Run 1, I/O pins on the die edge:
Drawn at 4 px/µm. Pins as bars across the die edge, other pins in grey.
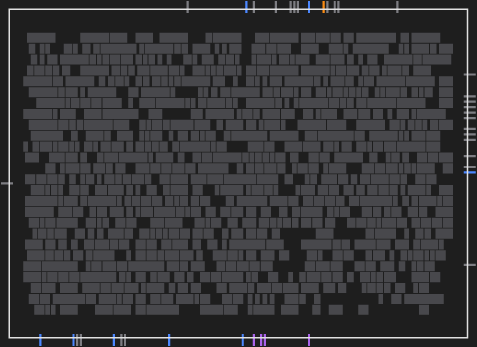
Run 1, M3 wires:
Drawn at 4 px/µm.
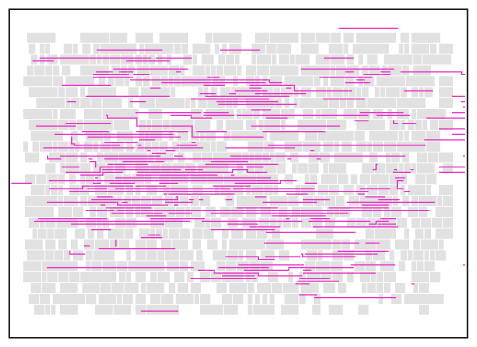
Run 1, signal metal coverage by tile:
Drawn at 3 px/µm. The die is cut into 23 by 16 equal tiles; dark blue is low, red is high, scaled to the fullest tile. Values are wire area over tile area, all layers added.
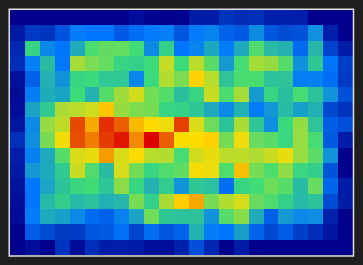
Run 1, met2 routing:
Drawn at 4 px/µm.
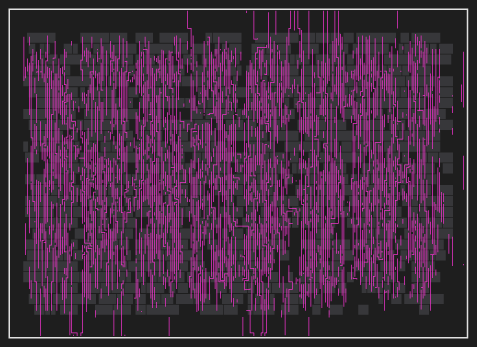
$ cat src/rtl/alu_pipe_if.sv
// Handshake and result bus between operand fetch, the ALU and writeback.
// WIDTH must match the WIDTH of the alu_pipe instance it connects to.
interface alu_pipe_if #(
    parameter int WIDTH = 8
);
    logic             in_valid;
    logic             in_ready;
    logic [3:0]       opcode;
    logic [WIDTH-1:0] operand_a;
    logic [WIDTH-1:0] operand_b;
    logic             out_valid;
    logic             out_ready;
    logic [WIDTH-1:0] result;
    logic             flag_zero;
    logic             flag_carry;
    logic             flag_neg;
    logic             flag_ovf;
    logic             flag_err;
    logic             busy;

    // Producer of operations / consumer of results
    modport master (
        output in_valid, opcode, operand_a, operand_b, out_ready,
        input  in_ready, out_valid, result, flag_zero, flag_carry,
               flag_neg, flag_ovf, flag_err, busy
    );

    // The ALU itself
    modport slave (
        input  in_valid, opcode, operand_a, operand_b, out_ready,
        output in_ready, out_valid, result, flag_zero, flag_carry,
               flag_neg, flag_ovf, flag_err, busy
    );
endinterface

$ cat src/rtl/alu_pipe.sv
// Handshaked ALU with registered result/flags and an iterative shift-add
// multiplier. Single-cycle ops complete at the accept edge; MUL takes WIDTH
// cycles and blocks new operations while it runs.
module alu_pipe #(
    parameter int WIDTH  = 8,
    parameter bit MUL_EN = 1'b1
) (
    input  logic      clk,
    input  logic      rst,
    alu_pipe_if.slave bus
);
    localparam int CW = $clog2(WIDTH);
    localparam logic [CW-1:0]  CNT_LAST = CW'(WIDTH - 1);
    localparam logic [WIDTH:0] W_VAL    = (WIDTH + 1)'(WIDTH);

    localparam logic [3:0] OP_ADD   = 4'd0;
    localparam logic [3:0] OP_SUB   = 4'd1;
    localparam logic [3:0] OP_AND   = 4'd2;
    localparam logic [3:0] OP_OR    = 4'd3;
    localparam logic [3:0] OP_XOR   = 4'd4;
    localparam logic [3:0] OP_NOT   = 4'd5;
    localparam logic [3:0] OP_SHL1  = 4'd6;
    localparam logic [3:0] OP_SHR1  = 4'd7;
    localparam logic [3:0] OP_SLL   = 4'd8;
    localparam logic [3:0] OP_SRL   = 4'd9;
    localparam logic [3:0] OP_SRA   = 4'd10;
    localparam logic [3:0] OP_SLT   = 4'd11;
    localparam logic [3:0] OP_SLTU  = 4'd12;
    localparam logic [3:0] OP_MUL   = 4'd13;
    localparam logic [3:0] OP_PASSB = 4'd14;

    typedef enum logic {S_IDLE, S_MUL} state_e;

    // Everything presented to writeback travels together
    typedef struct packed {
        logic [WIDTH-1:0] result;
        logic             zero;
        logic             carry;
        logic             neg;
        logic             ovf;
        logic             err;
    } resp_t;

    state_e           state_q, state_d;
    logic             out_valid_q, out_valid_d;
    resp_t            resp_q, resp_d;
    logic [WIDTH-1:0] mcand_q, mcand_d;
    logic [WIDTH-1:0] mplier_q, mplier_d;
    logic [WIDTH-1:0] acc_q, acc_d;
    logic [CW-1:0]    cnt_q, cnt_d;

    logic             in_ready;
    logic             accept;
    logic             is_mul;
    resp_t            alu_resp;
    logic [WIDTH-1:0] mul_sum;

    wire [WIDTH-1:0] a = bus.operand_a;
    wire [WIDTH-1:0] b = bus.operand_b;

    assign in_ready = (state_q == S_IDLE) && (!out_valid_q || bus.out_ready);
    assign accept   = bus.in_valid && in_ready;
    assign is_mul   = MUL_EN && (bus.opcode == OP_MUL);

    // Single-cycle datapath: result and flags for the presented operation
    always_comb begin
        logic [WIDTH:0]   sum;
        logic [WIDTH:0]   diff;
        logic             sh_big;
        logic [WIDTH-1:0] res;
        logic             carry;
        logic             ovf;
        logic             err;
        sum    = {1'b0, a} + {1'b0, b};
        diff   = {1'b0, a} - {1'b0, b};
        sh_big = ({1'b0, b} >= W_VAL);
        res    = '0;
        carry  = 1'b0;
        ovf    = 1'b0;
        err    = 1'b0;
        case (bus.opcode)
            OP_ADD: begin
                res   = sum[WIDTH-1:0];
                carry = sum[WIDTH];
                ovf   = (a[WIDTH-1] == b[WIDTH-1]) && (res[WIDTH-1] != a[WIDTH-1]);
            end
            OP_SUB: begin
                res   = diff[WIDTH-1:0];
                carry = diff[WIDTH];  // borrow out == (A < B) unsigned
                ovf   = (a[WIDTH-1] != b[WIDTH-1]) && (res[WIDTH-1] != a[WIDTH-1]);
            end
            OP_AND:   res = a & b;
            OP_OR:    res = a | b;
            OP_XOR:   res = a ^ b;
            OP_NOT:   res = ~a;
            OP_SHL1:  res = {a[WIDTH-2:0], 1'b0};
            OP_SHR1:  res = {1'b0, a[WIDTH-1:1]};
            OP_SLL:   res = sh_big ? '0 : (a << b);
            OP_SRL:   res = sh_big ? '0 : (a >> b);
            OP_SRA:   res = sh_big ? {WIDTH{a[WIDTH-1]}} : $unsigned($signed(a) >>> b);
            OP_SLT:   res = {{(WIDTH-1){1'b0}}, ($signed(a) < $signed(b))};
            OP_SLTU:  res = {{(WIDTH-1){1'b0}}, (a < b)};
            OP_PASSB: res = b;
            // A legal MUL never takes this path; it is routed to the FSM
            OP_MUL:   err = !MUL_EN;
            default:  err = 1'b1;
        endcase
        alu_resp.result = res;
        alu_resp.zero   = (res == '0);
        alu_resp.carry  = carry;
        alu_resp.neg    = res[WIDTH-1];
        alu_resp.ovf    = ovf;
        alu_resp.err    = err;
    end

    // One shift-add step: accumulate the shifted multiplicand if the LSB is set
    assign mul_sum = acc_q + (mplier_q[0] ? mcand_q : '0);

    // Next state: acceptance, multiply iteration and output-register handshake
    always_comb begin
        state_d     = state_q;
        out_valid_d = out_valid_q && !bus.out_ready;
        resp_d      = resp_q;
        mcand_d     = mcand_q;
        mplier_d    = mplier_q;
        acc_d       = acc_q;
        cnt_d       = cnt_q;
        case (state_q)
            S_IDLE: begin
                if (accept) begin
                    if (is_mul) begin
                        state_d  = S_MUL;
                        mcand_d  = a;
                        mplier_d = b;
                        acc_d    = '0;
                        cnt_d    = '0;
                    end else begin
                        resp_d      = alu_resp;
                        out_valid_d = 1'b1;
                    end
                end
            end
            S_MUL: begin
                acc_d    = mul_sum;
                mcand_d  = {mcand_q[WIDTH-2:0], 1'b0};
                mplier_d = {1'b0, mplier_q[WIDTH-1:1]};
                cnt_d    = cnt_q + 1'b1;
                if (cnt_q == CNT_LAST) begin
                    // Output register was emptied when the MUL was accepted
                    state_d       = S_IDLE;
                    resp_d        = '0;
                    resp_d.result = mul_sum;
                    resp_d.zero   = (mul_sum == '0);
                    resp_d.neg    = mul_sum[WIDTH-1];
                    out_valid_d   = 1'b1;
                end
            end
            default: state_d = S_IDLE;
        endcase
    end

    // State and output registers; reset discards any in-flight multiply
    always_ff @(posedge clk) begin
        if (rst) begin
            state_q     <= S_IDLE;
            out_valid_q <= 1'b0;
            resp_q      <= '0;
            mcand_q     <= '0;
            mplier_q    <= '0;
            acc_q       <= '0;
            cnt_q       <= '0;
        end else begin
            state_q     <= state_d;
            out_valid_q <= out_valid_d;
            resp_q      <= resp_d;
            mcand_q     <= mcand_d;
            mplier_q    <= mplier_d;
            acc_q       <= acc_d;
            cnt_q       <= cnt_d;
        end
    end

    assign bus.in_ready   = in_ready;
    assign bus.out_valid  = out_valid_q;
    assign bus.result     = resp_q.result;
    assign bus.flag_zero  = resp_q.zero;
    assign bus.flag_carry = resp_q.carry;
    assign bus.flag_neg   = resp_q.neg;
    assign bus.flag_ovf   = resp_q.ovf;
    assign bus.flag_err   = resp_q.err;
    assign bus.busy       = (state_q == S_MUL);
endmodule

$ cat src/flat_wrapper.sv
// flat-port wrapper written by rule: the top's interface ports become plain ports
module alu_pipe_flat 
#(
    parameter int WIDTH  = 8,
    parameter bit MUL_EN = 1'b1
)
  (clk, rst, bus_in_valid, bus_opcode, bus_operand_a, bus_operand_b, bus_out_ready, bus_in_ready, bus_out_valid, bus_result, bus_flag_zero, bus_flag_carry, bus_flag_neg, bus_flag_ovf, bus_flag_err, bus_busy);
  alu_pipe_if #(.WIDTH(WIDTH)) bus_i ();
  input  logic clk;
  input  logic rst;
  input wire logic [$bits(bus_i.in_valid)-1:0] bus_in_valid;
  input wire logic [$bits(bus_i.opcode)-1:0] bus_opcode;
  input wire logic [$bits(bus_i.operand_a)-1:0] bus_operand_a;
  input wire logic [$bits(bus_i.operand_b)-1:0] bus_operand_b;
  input wire logic [$bits(bus_i.out_ready)-1:0] bus_out_ready;
  output wire logic [$bits(bus_i.in_ready)-1:0] bus_in_ready;
  output wire logic [$bits(bus_i.out_valid)-1:0] bus_out_valid;
  output wire logic [$bits(bus_i.result)-1:0] bus_result;
  output wire logic [$bits(bus_i.flag_zero)-1:0] bus_flag_zero;
  output wire logic [$bits(bus_i.flag_carry)-1:0] bus_flag_carry;
  output wire logic [$bits(bus_i.flag_neg)-1:0] bus_flag_neg;
  output wire logic [$bits(bus_i.flag_ovf)-1:0] bus_flag_ovf;
  output wire logic [$bits(bus_i.flag_err)-1:0] bus_flag_err;
  output wire logic [$bits(bus_i.busy)-1:0] bus_busy;
  assign bus_i.in_valid = bus_in_valid;
  assign bus_i.opcode = bus_opcode;
  assign bus_i.operand_a = bus_operand_a;
  assign bus_i.operand_b = bus_operand_b;
  assign bus_i.out_ready = bus_out_ready;
  assign bus_in_ready = bus_i.in_ready;
  assign bus_out_valid = bus_i.out_valid;
  assign bus_result = bus_i.result;
  assign bus_flag_zero = bus_i.flag_zero;
  assign bus_flag_carry = bus_i.flag_carry;
  assign bus_flag_neg = bus_i.flag_neg;
  assign bus_flag_ovf = bus_i.flag_ovf;
  assign bus_flag_err = bus_i.flag_err;
  assign bus_busy = bus_i.busy;
  alu_pipe #(.WIDTH(WIDTH), .MUL_EN(MUL_EN)) u_core (.clk(clk), .rst(rst), .bus(bus_i));
endmodule
$ cat config.mk
export PLATFORM = sky130hd
export DESIGN_NAME = alu_pipe_flat
export DESIGN_NICKNAME = d
export VERILOG_FILES = /design/src/rtl/alu_pipe_if.sv /design/src/rtl/alu_pipe.sv /design/src/flat_wrapper.sv
export SDC_FILE = /design/constraint.sdc
export NUM_CORES = 1
export LEC_CHECK = 0
export ABC_CLOCK_PERIOD_IN_PS = 3000
export CAP_MARGIN = 20
export CORE_ASPECT_RATIO = 0.7
export CORE_MARGIN = 3
export CORE_UTILIZATION = 54
export CTS_CLUSTER_SIZE = 25
export DETAILED_ROUTE_END_ITERATION = 10
export PLACE_DENSITY = 0.79
export SLEW_MARGIN = 20
export SYNTH_ARGS = -nofsm -noshare
export SYNTH_HDL_FRONTEND = slang
export SYNTH_SLANG_ARGS = --single-unit
export TNS_END_PERCENT = 10
$ cat constraint.sdc
create_clock -name clk -period 3 [get_ports clk]
set_input_delay 0.6 -clock clk [delete_from_list [all_inputs] [get_ports clk]]
set_output_delay 0.6 -clock clk [all_outputs]
set_load 0.01 [all_outputs]
==> results.py, run 1 <==
# Generated from Yosys and OpenROAD reports
metrics = {
    "run_status": {
        "outcome": "finished, violations left",
        "violations": "negative setup slack",
    },
    "pwr": {
        "power_frac_clock_pct": 29.8,
        "share_comb_of_total_power_pct": 40.4,
        "power.static_leakage_uw": 0.002707,
    },
    "clocking": {
        "cts_setup_buffers": 0,
        "clock.latency.late_pin_ps": 290,
        "cts_inserted_buffers": 5,
        "numClockSinks": 41,
    },
    "worst_hold_path": {
        "holdCritPathClass": "reg2reg",
        "min-delay-start": "u_core.bus.flag_carry",
    },
    "final_layout": {
        "finalInstanceArea_um2": 6276,
        "stdcell_count": 841,
        "insertedDiodeCount": 0,
        "sequential_cell_area_um2": 820.8,
    },
    "grt": {
        "first_pass_grt_wire_length_um": 27850,
    },
    "logic_synthesis": {
        "yosys-stat-cells": 593,
        "number_of_flip_flops_and_latches_in_the_synthesized_netlist": 41,
        "post_synthesis_net_count": 653,
        "yosys.stat.chipArea_um2": 4427,
    },
    "sta": {
        "finalCriticalPeriod_ps": 3050,
        "finalWorstSetupSlack_ps": -50.24,
        "finalCritPeriodShare_pct": 101.7,
        "setup_viol": 1,
        "timing.fmax_mhz": 327.8,
        "clock_skew_ps": 5.320,
    },
    "setup_path": {
        "reg2reg_setup_slack_ps": 340,
        "worst_path_dominant_cell_family": "AND-OR/OR-AND gates",
        "critical-path-max-stage-delay_ps": 490,
        "critPathRequiredTime_ps": 3210,
        "timing.critical_path.to": "u_core.bus.flag_zero",
        "critical_path.startpoint": "bus_operand_a[2]",
    },
    "placed_design": {
        "detailedPlacementHpwl_um": 13500,
    },
    "floorplanning": {
        "floorplan.core_area_um2": 7612,
    },
    "job": {
        "stage_log_warnings": 44,
    },
}
About 'I/O pins on the die edge':
colour	port	pins	direction	edge
orange	bus_in_valid	1	input	top
blue	bus_operand_b	8	input	5 bottom, 2 top, 1 right
purple	bus_opcode	4	input	bottom
all pins by edge	13 top, 13 right, 13 bottom, 1 left
port bufs: 39
Die Wd: 114.2 µm
Die Y-Extent: 81.75 µm

About 'M3 wires':
share of all routed wire	14%
longest straight run	77.7 µm
wire length on this layer	2500 µm
main direction	horizontal
nets with wire on the layer	147
routed vias: 5587
global-route track usage on met3: 12.30%
detailed-route wire length: 18050 µm

About 'signal metal coverage by tile':
tiles over half the peak	32%
nearly empty tiles	8.2%
mean over tiles	0.33
densest ninth of the die	middle
aggregate global-route resource usage: 38.25%
wire length per cell after detailed routing: 21.47 µm

About 'met2 routing':
longest straight run	37.1 µm
nets with wire on the layer	694
main direction	vertical
share of all routed wire	42%
wire length on this layer	7660 µm
met2 global-route usage: 56.89%

run 1: placed cells by master, fill, tap and decap left out, types with 4 or more instances in the layout:
master	count
sky130_fd_sc_hd__buf_4	145
sky130_fd_sc_hd__nor2b_1	8
sky130_fd_sc_hd__clkdlybuf4s50_1	31
sky130_fd_sc_hd__a22oi_1	9
sky130_fd_sc_hd__a21oi_1	52
sky130_fd_sc_hd__dfxtp_1	41
sky130_fd_sc_hd__mux2_2	6
sky130_fd_sc_hd__ha_4	4
sky130_fd_sc_hd__o21ai_1	5
sky130_fd_sc_hd__o21bai_1	6
sky130_fd_sc_hd__a311oi_1	4
sky130_fd_sc_hd__inv_1	24
sky130_fd_sc_hd__nand2b_1	10
sky130_fd_sc_hd__and2_1	10
sky130_fd_sc_hd__a21o_1	4
sky130_fd_sc_hd__ha_1	29
sky130_fd_sc_hd__nand3b_1	4
sky130_fd_sc_hd__o221a_2	4
sky130_fd_sc_hd__mux2i_1	12
sky130_fd_sc_hd__nand2_1	54
sky130_fd_sc_hd__mux4_2	4
sky130_fd_sc_hd__nand4_1	6
sky130_fd_sc_hd__xnor2_1	8
sky130_fd_sc_hd__a221oi_1	4
sky130_fd_sc_hd__dlymetal6s2s_1	8
sky130_fd_sc_hd__inv_2	5
sky130_fd_sc_hd__o22ai_1	4
sky130_fd_sc_hd__and3_1	7
sky130_fd_sc_hd__clkbuf_16	5
sky130_fd_sc_hd__nor2_1	57
sky130_fd_sc_hd__nor3_1	17
sky130_fd_sc_hd__nand3_1	14
sky130_fd_sc_hd__nor4_1	7
sky130_fd_sc_hd__o211ai_1	4
sky130_fd_sc_hd__o21ai_0	25
sky130_fd_sc_hd__a31oi_1	10
run 1: power by group through the flow:
stage | logic, µW | clock network (µW) | registers, µW
after floorplan | 343 | 0 | 591
after global placement | 675 | 0 | 587
after detailed placement | 685 | 0 | 588
after CTS | 703 | 579 | 576
after global routing | 825 | 596 | 579
final | 780 | 576 | 577
run 1: layer usage:
metal / GRT usage, % / wire, µm / vias to the layer above
met5: 0 / 0 / -
li1: - / - / 2501
met3: 12.30 / 2501 / 48
met1: 53.92 / 7548 / 2628
met2: 56.89 / 7657 / 410
met4: 8.897 / 346 / 0
run 1: layout make-up:
type                            count  share of cell area, %
Sequential cell                    41                  13.08
Clock inverter                      1                0.07974
Multi-Input combinational cell    475                  55.96
Inverter                           32                  1.934
Clock buffer                        7                  2.432
Timing Repair Buffer              187                  24.56
Tap cell                           98                  1.954
run 1: cells by family (layout without fill, tap and decap cells):
logic type	after synthesis	count (layout)	share of synthesized area (%)
compound gates	183	183	28.49
mux	23	23	6.614
xor+xnor	10	10	1.979
fa+ha+maj	36	36	10.68
flops	41	41	18.54
simple gates	223	223	26.20
buf+inv	77	227	7.490
run 1: registers in the layout (all words and copies together) (netlist names):
signal / flops
u_core.bus.out_valid: 1
u_core.bus.flag_zero: 1
u_core.bus.flag_err: 1
u_core.mplier_q: 8
u_core.bus.result: 7
u_core.cnt_q: 3
u_core.acc_q: 8
u_core.bus.flag_ovf: 1
u_core.bus.busy: 1
u_core.mcand_q: 8
u_core.bus.flag_carry: 1
u_core.bus.flag_neg: 1
Run 1, congestion heat map:
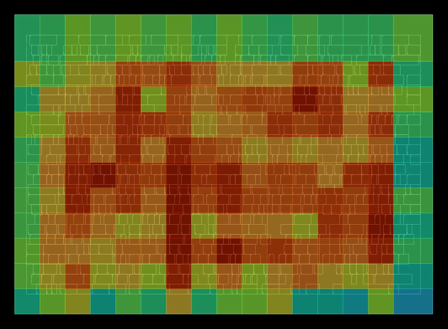

==> run 1 -> run 2 <==
--- a/config.mk
+++ b/config.mk
@@ -5,14 +5,15 @@
 export SDC_FILE = /design/constraint.sdc
 export NUM_CORES = 1
 export LEC_CHECK = 0
-export ABC_CLOCK_PERIOD_IN_PS = 3000
+export ABC_AREA = 0
+export ABC_CLOCK_PERIOD_IN_PS = 3400
 export CAP_MARGIN = 20
 export CORE_ASPECT_RATIO = 0.7
-export CORE_MARGIN = 3
-export CORE_UTILIZATION = 54
+export CORE_MARGIN = 2
+export CORE_UTILIZATION = 55
 export CTS_CLUSTER_SIZE = 25
 export DETAILED_ROUTE_END_ITERATION = 10
-export PLACE_DENSITY = 0.79
+export PLACE_DENSITY = 0.77
 export SLEW_MARGIN = 20
 export SYNTH_ARGS = -nofsm -noshare
 export SYNTH_HDL_FRONTEND = slang
==> constraint.sdc (replaced) <==
create_clock -name clk -period 3.4 [get_ports clk]
set_input_delay 0.68 -clock clk [delete_from_list [all_inputs] [get_ports clk]]
set_output_delay 0.68 -clock clk [all_outputs]
set_load 0.01 [all_outputs]
Run 2, congestion heat map:
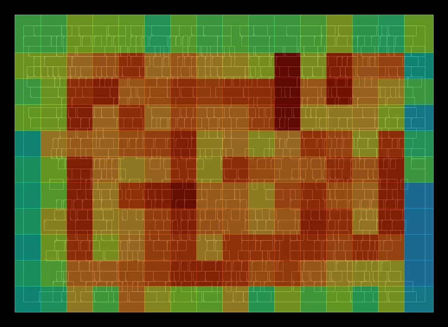
GR Util met1: 55.30%
global-route track usage on met3: 12.52%
highest-utilization routing layer at the global route stage: met2

==> run 2 against run 1 <==
Net effect: the run now ends clean; hold slack better by 11 ps; first-iteration DRC count shrank 0.99%; global-route usage rose by 0.60 points; via count is 5.6% lower; non-clock buffer count shrank 64; area after synthesis unchanged; sequential cell count unchanged; clock skew rose by 1.4 ps; clock-buffer cell count is 2 lower; cell area shrank 11%; clock power up 11%; routed wire length decreased by 5.3%; critical endpoint is now u_core.bus.flag_ovf.
==> results.py, run 2 <==
# Generated from Yosys and OpenROAD reports
metrics = {
    "job": {
        "stage_log_warnings": 42,
    },
    "logic_synthesis": {
        "synth.logic.top_family": "AND-OR/OR-AND gates",
        "yosys-stat-cells": 593,
        "post_synthesis_net_count": 653,
        "yosys-mux-area-fraction_pct": 6.614,
        "yosys.stat.chipArea_um2": 4427,
        "synth-xor-area-share_pct": 1.979,
        "synth.cellmix.compoundShare_pct": 28.49,
        "yosys.area_share.adder_pct": 10.68,
        "number_of_flip_flops_and_latches_in_the_synthesized_netlist": 41,
        "synth_simple_gate_area_share_pct": 26.20,
    },
    "final_layout": {
        "reg_top3": "u_core.acc_q (8), u_core.mcand_q (8), u_core.mplier_q (8)",
        "layout_top_cell": "sky130_fd_sc_hd__buf_4",
    },
    "worst_hold_path": {
        "holdCritPathClass": "reg2reg",
    },
    "sta": {
        "finalCritPeriodShare_pct": 97.08,
        "finalCriticalPeriod_ps": 3301,
    },
    "routing": {
        "route.final.wire_length_um": 17090,
        "routed_wire_length_per_instance_um": 21.91,
    },
    "setup_path": {
        "critical-path-max-stage-delay_ps": 490,
    },
    "floorplanning": {
        "die_x_um": 111.2,
    },
    "pwr": {
        "power.static_leakage_uw": 0.002301,
    },
    "run_status": {
        "outcome": "completed",
    },
    "clocking": {
        "cts_inserted_buffers": 5,
    },
}
## run 2: cell counts after synthesis
Identical to the previous run, type by type.
## run 2: per-stage QoR
stage	util (%)	setup slack (ps)	cell area, µm²	power, µW
final	71.55	99.22	5608	1732
after global routing	71.55	1.635	5608	1784
after CTS	71.38	137.8	5594	1699
after detailed placement	68.90	-167.4	5400	1073
after global placement	68.90	-100.2	5400	1062
after floorplan	-	408.2	4427	823.7
## run 2: cells by family (layout without fill, tap and decap cells)
family,count (synthesis),after routing
flops,41,41
fa+ha+maj,36,36
mux,23,23
xor+xnor,10,10
buf+inv,77,163
compound gates,183,183
simple gates,223,223
## run 2: power by group
part / total (µW) / leakage (µW) / switching (µW) / internal [µW]
Clock: 640 / 0.0000944 / 216 / 424
Combinational: 583 / 0.00187 / 329 / 254
Sequential: 509 / 0.000333 / 11.3 / 497
Total: 1730 / 0.00230 / 556 / 1180
## run 2: critical path, delay by kind of cell
kind            cells  cell delay (ps)
buf+inv             4              940
simple gates        3              430
fa+ha+maj           1              360
compound gates      4              980
xor+xnor            1               70
## run 2: final cells by class
class	instances	area (µm²)
inverters	32	120.1
clock inverters	3	68.82
repair buffers	123	1059
flip-flops and latches	41	820.8
fillers	626	2230
clock buffers	5	125.1
well taps	101	126.4
multi-input cells	475	3288
## run 2: metal layers
metal	wire length (µm)	vias to the layer above	part of all wire (%)	GRT usage (%)
li1	-	2367	-	-
met1	7206	2442	42	55.30
met2	6917	421	40	57.56
met3	2609	46	15	12.52
met4	359	0	2.1	8.395
met5	0	-	0	0
## run 2: worst paths after layout
| path | start | to | slack, ps | cells past startpoint |
|---|---|---|---|---|
| setup / recovery | bus_operand_b[2] | u_core.bus.flag_ovf | 100 | 13 |
| hold / removal | u_core.acc_q[6] | u_core.acc_q[6] | 470 | 2 |
| setup reg to reg | u_core.mplier_q[0] | u_core.bus.flag_neg | 690 | 10 |
| hold reg to reg | u_core.acc_q[6] | u_core.acc_q[6] | 470 | 2 |
Power is estimated from default activity; no workload was simulated.
